### src/rtl/mem_arbiter_pkg.sv
// Shared types and constants for the main-memory arbiter.
// Line geometry here is also used by the L1 caches.
package mem_arbiter_pkg;

  localparam int LINE_W     = 128;
  localparam int LINE_BYTES = LINE_W / 8;
  localparam int LINE_OFF_W = $clog2(LINE_BYTES);

  localparam logic REQ_IC = 1'b0;
  localparam logic REQ_DC = 1'b1;

  typedef enum logic [1:0] {
    IDLE,
    RD_IC,
    RD_DC,
    WR_DC
  } arb_state_e;

endpackage

### src/rtl/mem_arbiter_if.sv
// Cache-side and memory-side signals of the arbiter.
// master is the arbiter view, slave the caches/memory view.
interface mem_arbiter_if #(
  parameter int ADDR_W = 32,
  parameter int LINE_W = 128
);
  logic [ADDR_W-1:0]   ic_read_addr;
  logic                ic_read_addr_valid;
  logic                ic_read_addr_ready;
  logic [LINE_W-1:0]   ic_read_data;
  logic                ic_read_data_valid;

  logic [ADDR_W-1:0]   dc_read_addr;
  logic                dc_read_addr_valid;
  logic                dc_read_addr_ready;
  logic [LINE_W-1:0]   dc_read_data;
  logic                dc_read_data_valid;

  logic [ADDR_W-1:0]   dc_write_addr;
  logic                dc_write_addr_valid;
  logic                dc_write_addr_ready;
  logic [LINE_W-1:0]   dc_write_data;
  logic [LINE_W/8-1:0] dc_strobe;

  logic [ADDR_W-1:0]   mem_read_addr;
  logic                mem_read_addr_valid;
  logic [LINE_W-1:0]   mem_read_data;
  logic                mem_read_data_valid;

  logic [ADDR_W-1:0]   mem_write_addr;
  logic                mem_write_addr_valid;
  logic                mem_write_addr_ready;
  logic [LINE_W-1:0]   mem_write_data;
  logic [LINE_W/8-1:0] mem_strobe;

  logic                err_timeout;

  modport master (
    input  ic_read_addr, ic_read_addr_valid,
    output ic_read_addr_ready, ic_read_data, ic_read_data_valid,
    input  dc_read_addr, dc_read_addr_valid,
    output dc_read_addr_ready, dc_read_data, dc_read_data_valid,
    input  dc_write_addr, dc_write_addr_valid,
    output dc_write_addr_ready,
    input  dc_write_data, dc_strobe,
    output mem_read_addr, mem_read_addr_valid,
    input  mem_read_data, mem_read_data_valid,
    output mem_write_addr, mem_write_addr_valid,
    input  mem_write_addr_ready,
    output mem_write_data, mem_strobe,
    output err_timeout
  );

  modport slave (
    output ic_read_addr, ic_read_addr_valid,
    input  ic_read_addr_ready, ic_read_data, ic_read_data_valid,
    output dc_read_addr, dc_read_addr_valid,
    input  dc_read_addr_ready, dc_read_data, dc_read_data_valid,
    output dc_write_addr, dc_write_addr_valid,
    input  dc_write_addr_ready,
    output dc_write_data, dc_strobe,
    input  mem_read_addr, mem_read_addr_valid,
    output mem_read_data, mem_read_data_valid,
    input  mem_write_addr, mem_write_addr_valid,
    output mem_write_addr_ready,
    input  mem_write_data, mem_strobe,
    input  err_timeout
  );
endinterface

### src/rtl/mem_arbiter_rr_arb2.sv
// Two-way round-robin picker; stateless, the
// last-served id is held by the caller.
module rr_arb2
  import mem_arbiter_pkg::*;
(
  input  logic [1:0] req_i,
  input  logic       last_i,
  output logic       grant_o
);

  always_comb begin
    grant_o = REQ_IC;
    unique case (req_i)
      2'b11:   grant_o = ~last_i;
      2'b10:   grant_o = REQ_DC;
      default: grant_o = REQ_IC;
    endcase
  end

endmodule

### src/rtl/mem_arbiter.sv
// Shares the memory port between icache and dcache,
// one transaction at a time, with a stall watchdog.
module mem_arbiter #(
  parameter int ADDR_W  = 32,
  parameter int LINE_W  = 128,
  parameter int TIMEOUT = 1024
) (
  input  logic          clk_i,
  input  logic          rst_ni,
  mem_arbiter_if.master bus
);
  import mem_arbiter_pkg::*;

  localparam int CW = (TIMEOUT > 2) ? $clog2(TIMEOUT) : 1;

  arb_state_e        state_q;
  logic              rr_last_q;
  logic [ADDR_W-1:0] addr_q;
  logic [CW-1:0]     cnt_q;
  logic              err_q;

  logic [1:0] req;
  logic       gnt;
  logic       in_ic;
  logic       in_dc;
  logic       in_wr;
  logic       in_rd;
  logic       rd_done;
  logic       wr_done;
  logic       expire;

  assign req = {bus.dc_write_addr_valid | bus.dc_read_addr_valid,
                bus.ic_read_addr_valid};

  rr_arb2 u_rr (
    .req_i   (req),
    .last_i  (rr_last_q),
    .grant_o (gnt)
  );

  assign in_ic   = (state_q == RD_IC);
  assign in_dc   = (state_q == RD_DC);
  assign in_wr   = (state_q == WR_DC);
  assign in_rd   = in_ic | in_dc;
  assign rd_done = in_rd & bus.mem_read_data_valid;
  assign wr_done = in_wr & bus.mem_write_addr_ready;
  assign expire  = (cnt_q == CW'(TIMEOUT - 2));

  always_ff @(posedge clk_i or negedge rst_ni) begin
    if (!rst_ni) begin
      state_q   <= IDLE;
      rr_last_q <= REQ_DC;
      addr_q    <= '0;
      cnt_q     <= '0;
      err_q     <= 1'b0;
    end else begin
      case (state_q)
        IDLE: begin
          cnt_q <= '0;
          if (|req) begin
            if (gnt == REQ_IC) begin
              state_q <= RD_IC;
              addr_q  <= bus.ic_read_addr;
            end else if (bus.dc_write_addr_valid) begin
              state_q <= WR_DC;
              addr_q  <= bus.dc_write_addr;
            end else begin
              state_q <= RD_DC;
              addr_q  <= bus.dc_read_addr;
            end
          end
        end
        default: begin
          if (rd_done | wr_done) begin
            rr_last_q <= in_ic ? REQ_IC : REQ_DC;
            state_q   <= IDLE;
          end else if (expire) begin
            // requester gets no response and stays stalled
            err_q   <= 1'b1;
            state_q <= IDLE;
          end else begin
            cnt_q <= cnt_q + 1'b1;
          end
        end
      endcase
    end
  end

  assign bus.mem_read_addr_valid  = in_rd;
  assign bus.mem_read_addr        = in_rd ?
    {addr_q[ADDR_W-1:LINE_OFF_W], {LINE_OFF_W{1'b0}}} : '0;
  assign bus.mem_write_addr_valid = in_wr;
  assign bus.mem_write_addr       = in_wr ? addr_q : '0;
  assign bus.mem_write_data       = in_wr ? bus.dc_write_data : '0;
  assign bus.mem_strobe           = in_wr ? bus.dc_strobe : '0;

  assign bus.ic_read_addr_ready  = in_ic & bus.mem_read_data_valid;
  assign bus.ic_read_data_valid  = in_ic & bus.mem_read_data_valid;
  assign bus.ic_read_data        = in_ic ? bus.mem_read_data : '0;
  assign bus.dc_read_addr_ready  = in_dc & bus.mem_read_data_valid;
  assign bus.dc_read_data_valid  = in_dc & bus.mem_read_data_valid;
  assign bus.dc_read_data        = in_dc ? bus.mem_read_data : '0;
  assign bus.dc_write_addr_ready = wr_done;

  assign bus.err_timeout = err_q;

endmodule

### src/flat_wrapper.sv
// flat-port wrapper written by rule: the top's interface ports become plain ports
module mem_arbiter_flat import mem_arbiter_pkg::*;
#(
  parameter int ADDR_W  = 32,
  parameter int LINE_W  = 128,
  parameter int TIMEOUT = 1024
)
  (clk_i, rst_ni, bus_ic_read_addr, bus_ic_read_addr_valid, bus_ic_read_addr_ready, bus_ic_read_data, bus_ic_read_data_valid, bus_dc_read_addr, bus_dc_read_addr_valid, bus_dc_read_addr_ready, bus_dc_read_data, bus_dc_read_data_valid, bus_dc_write_addr, bus_dc_write_addr_valid, bus_dc_write_addr_ready, bus_dc_write_data, bus_dc_strobe, bus_mem_read_addr, bus_mem_read_addr_valid, bus_mem_read_data, bus_mem_read_data_valid, bus_mem_write_addr, bus_mem_write_addr_valid, bus_mem_write_addr_ready, bus_mem_write_data, bus_mem_strobe, bus_err_timeout);
  mem_arbiter_if #(.ADDR_W(ADDR_W), .LINE_W(LINE_W)) bus_i ();
  input  logic clk_i;
  input  logic rst_ni;
  input wire logic [$bits(bus_i.ic_read_addr)-1:0] bus_ic_read_addr;
  input wire logic [$bits(bus_i.ic_read_addr_valid)-1:0] bus_ic_read_addr_valid;
  output wire logic [$bits(bus_i.ic_read_addr_ready)-1:0] bus_ic_read_addr_ready;
  output wire logic [$bits(bus_i.ic_read_data)-1:0] bus_ic_read_data;
  output wire logic [$bits(bus_i.ic_read_data_valid)-1:0] bus_ic_read_data_valid;
  input wire logic [$bits(bus_i.dc_read_addr)-1:0] bus_dc_read_addr;
  input wire logic [$bits(bus_i.dc_read_addr_valid)-1:0] bus_dc_read_addr_valid;
  output wire logic [$bits(bus_i.dc_read_addr_ready)-1:0] bus_dc_read_addr_ready;
  output wire logic [$bits(bus_i.dc_read_data)-1:0] bus_dc_read_data;
  output wire logic [$bits(bus_i.dc_read_data_valid)-1:0] bus_dc_read_data_valid;
  input wire logic [$bits(bus_i.dc_write_addr)-1:0] bus_dc_write_addr;
  input wire logic [$bits(bus_i.dc_write_addr_valid)-1:0] bus_dc_write_addr_valid;
  output wire logic [$bits(bus_i.dc_write_addr_ready)-1:0] bus_dc_write_addr_ready;
  input wire logic [$bits(bus_i.dc_write_data)-1:0] bus_dc_write_data;
  input wire logic [$bits(bus_i.dc_strobe)-1:0] bus_dc_strobe;
  output wire logic [$bits(bus_i.mem_read_addr)-1:0] bus_mem_read_addr;
  output wire logic [$bits(bus_i.mem_read_addr_valid)-1:0] bus_mem_read_addr_valid;
  input wire logic [$bits(bus_i.mem_read_data)-1:0] bus_mem_read_data;
  input wire logic [$bits(bus_i.mem_read_data_valid)-1:0] bus_mem_read_data_valid;
  output wire logic [$bits(bus_i.mem_write_addr)-1:0] bus_mem_write_addr;
  output wire logic [$bits(bus_i.mem_write_addr_valid)-1:0] bus_mem_write_addr_valid;
  input wire logic [$bits(bus_i.mem_write_addr_ready)-1:0] bus_mem_write_addr_ready;
  output wire logic [$bits(bus_i.mem_write_data)-1:0] bus_mem_write_data;
  output wire logic [$bits(bus_i.mem_strobe)-1:0] bus_mem_strobe;
  output wire logic [$bits(bus_i.err_timeout)-1:0] bus_err_timeout;
  assign bus_i.ic_read_addr = bus_ic_read_addr;
  assign bus_i.ic_read_addr_valid = bus_ic_read_addr_valid;
  assign bus_ic_read_addr_ready = bus_i.ic_read_addr_ready;
  assign bus_ic_read_data = bus_i.ic_read_data;
  assign bus_ic_read_data_valid = bus_i.ic_read_data_valid;
  assign bus_i.dc_read_addr = bus_dc_read_addr;
  assign bus_i.dc_read_addr_valid = bus_dc_read_addr_valid;
  assign bus_dc_read_addr_ready = bus_i.dc_read_addr_ready;
  assign bus_dc_read_data = bus_i.dc_read_data;
  assign bus_dc_read_data_valid = bus_i.dc_read_data_valid;
  assign bus_i.dc_write_addr = bus_dc_write_addr;
  assign bus_i.dc_write_addr_valid = bus_dc_write_addr_valid;
  assign bus_dc_write_addr_ready = bus_i.dc_write_addr_ready;
  assign bus_i.dc_write_data = bus_dc_write_data;
  assign bus_i.dc_strobe = bus_dc_strobe;
  assign bus_mem_read_addr = bus_i.mem_read_addr;
  assign bus_mem_read_addr_valid = bus_i.mem_read_addr_valid;
  assign bus_i.mem_read_data = bus_mem_read_data;
  assign bus_i.mem_read_data_valid = bus_mem_read_data_valid;
  assign bus_mem_write_addr = bus_i.mem_write_addr;
  assign bus_mem_write_addr_valid = bus_i.mem_write_addr_valid;
  assign bus_i.mem_write_addr_ready = bus_mem_write_addr_ready;
  assign bus_mem_write_data = bus_i.mem_write_data;
  assign bus_mem_strobe = bus_i.mem_strobe;
  assign bus_err_timeout = bus_i.err_timeout;
  mem_arbiter #(.ADDR_W(ADDR_W), .LINE_W(LINE_W), .TIMEOUT(TIMEOUT)) u_core (.clk_i(clk_i), .rst_ni(rst_ni), .bus(bus_i));
endmodule
### config.mk
export PLATFORM = sky130hd
export DESIGN_NAME = mem_arbiter_flat
export DESIGN_NICKNAME = d
export VERILOG_FILES = /design/src/rtl/mem_arbiter_pkg.sv /design/src/rtl/mem_arbiter_if.sv /design/src/rtl/mem_arbiter_rr_arb2.sv /design/src/rtl/mem_arbiter.sv /design/src/flat_wrapper.sv
export SDC_FILE = /design/constraint.sdc
export NUM_CORES = 1
export LEC_CHECK = 0
export CORE_AREA = 2 2 325 327
export DETAILED_ROUTE_END_ITERATION = 16
export DIE_AREA = 0 0 327 329
export GPL_TIMING_DRIVEN = 0
export MAX_ROUTING_LAYER = met4
export SKIP_CTS_REPAIR_TIMING = 1
export SKIP_LAST_GASP = 1
export SLEW_MARGIN = 20
export SYNTH_ARGS = -nofsm -noshare
export SYNTH_HDL_FRONTEND = slang
export SYNTH_HIERARCHICAL = 1
export SYNTH_SLANG_ARGS = --single-unit
### constraint.sdc
create_clock -name clk_i -period 2.9 [get_ports clk_i]
set_input_delay 0.58 -clock clk_i [delete_from_list [all_inputs] [get_ports clk_i]]
set_output_delay 0.58 -clock clk_i [all_outputs]
set_load 0.02 [all_outputs]
==> Flow_metrics.wiki <==
== Metrics ==
{| class="wikitable"
! Metric !! Value
|-
| Clock network fraction of design power || 5.1%
|-
| Count of unresolved DRC violations after routing || 0
|-
| Post-placement cell area || ~16000 µm²
|-
| Outcome || finished, violations left
|-
| Top library cells by usage in the layout, fill and taps aside || sky130_fd_sc_hd__clkdlybuf4s50_1, sky130_fd_sc_hd__and2_1, sky130_fd_sc_hd__dlymetal6s2s_1, sky130_fd_sc_hd__nand2_1, sky130_fd_sc_hd__o21ai_0
|-
| Final Worst Setup Slack || -0.164 ns
|-
| Combinational cell fraction of total power || 83.7%
|-
| Largest voltage drop on the vdd net || 0.000554 V
|-
| Number of antenna repair diodes || 49
|-
| Violations in the final reports || setup timing
|-
| Sequential cell area || around 1200 µm²
|-
| Design area || 17100 µm²
|-
| Combinational gate power || approximately 9.5 mW
|-
| Adder Share, Synth || under 10%
|-
| TritonCTS clock tree || yes
|-
| Synth logic family || simple AND/OR/NAND/NOR gates
|-
| Distinct lib cells used || 44
|-
| Critical path class || flop to primary output
|-
| Arrival time reported for the critical path endpoint || 2.48 ns
|-
| Worst-margin pin slew || just under 0.7 ns
|-
| Global-route usage over all layers || around 15%
|-
| Slew Limit Headroom || a little over half
|-
| First-pass GRT wire length || roughly 99000 µm
|-
| DR WL/cell || between 20 and 30 µm
|-
| Worst min-delay path class || primary input to asynchronous set/reset pin
|-
| Weighted congestion reported at the end of routability-driven placement || around 0.9
|-
| Post-synthesis cell type with the largest instance count || sky130_fd_sc_hd__and2_1
|-
| Fraction of synthesis flops using an asynchronous set or reset pin || 100%
|-
| Area share of and-or/or-and cells after synthesis || about 9%
|-
| Final setup fails || roughly 57
|-
| Power density relative to cell area || between 600 and 700 nW/µm²
|-
| CLK BUF || 5
|-
| Critical Path Start Type || flop
|-
| Num tapcells || between 1000 and 1500
|-
| Worst clock skew || slightly above 0.009 ns
|-
| Height of the die || approximately 330 µm
|-
| Clock network power consumption || roughly 0.58 mW
|-
| Chip area line of the yosys report || between 5000 and 6000 µm²
|-
| Initial core utilization || 5.55%
|-
| Clock network latency to the later pin of the worst-skew pair || approximately 0.30 ns
|-
| Syn_area_per_cell || just over 7 µm²
|}
==> run 1: state kept, by name (all words and copies together) (netlist names) <==
signal                  count
u_core/addr_q              32
u_core/cnt_q               10
u_core/state_q              2
u_core/bus.err_timeout      1
u_core/rr_last_q            1
==> run 1: critical path, stage by stage (launching register included) <==
cell and delay (ns):
sky130_fd_sc_hd__dfrtp_1 0.42, sky130_fd_sc_hd__inv_1 0.19, sky130_fd_sc_hd__ha_4 0.30, sky130_fd_sc_hd__buf_6 0.20, sky130_fd_sc_hd__buf_6 0.22, sky130_fd_sc_hd__and2_1 0.21
sky130_fd_sc_hd__clkdlybuf4s50_1 0.62
==> run 1: routing by layer <==
layer,vias up,track usage (%),share of wire [%]
met1,4430,16.6,40
met5,-,-,0
met3,57,7.89,13
met4,0,2.33,2.0
met2,658,23.3,45
li1,4345,-,-
**Run 1: met1 routing**

Supply wires on this layer in gray.
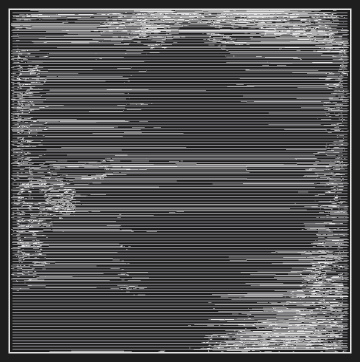
The longest straight run is 273 µm. The layer holds 40% of the routed length.

**Run 1: met2 routing**

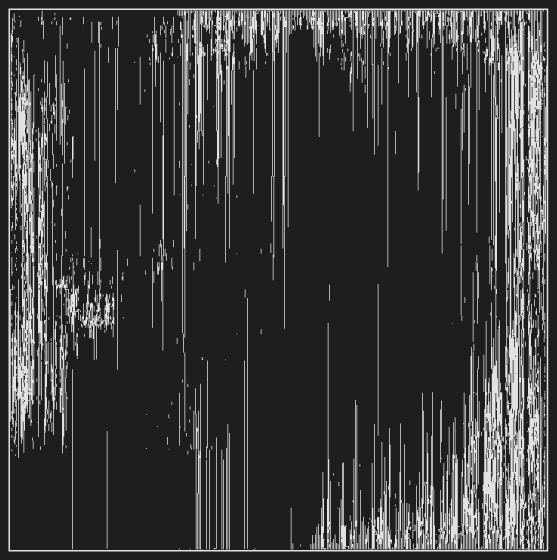
The longest straight run is 180 µm. The layer carries 36.8 mm of wire. The wires run mostly vertical. 1782 nets have wire on it.

**Run 1: met3 routing**

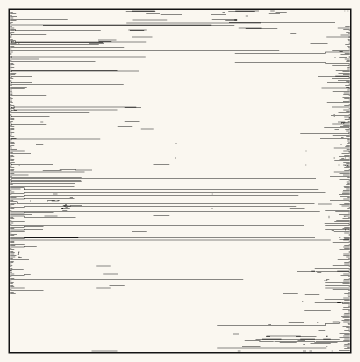
The layer holds 13% of the routed length. The wires run mostly horizontal. 525 nets have wire on it. The longest straight run is 308 µm.

Power figures rest on the tool's default switching activity, not on a simulated workload.
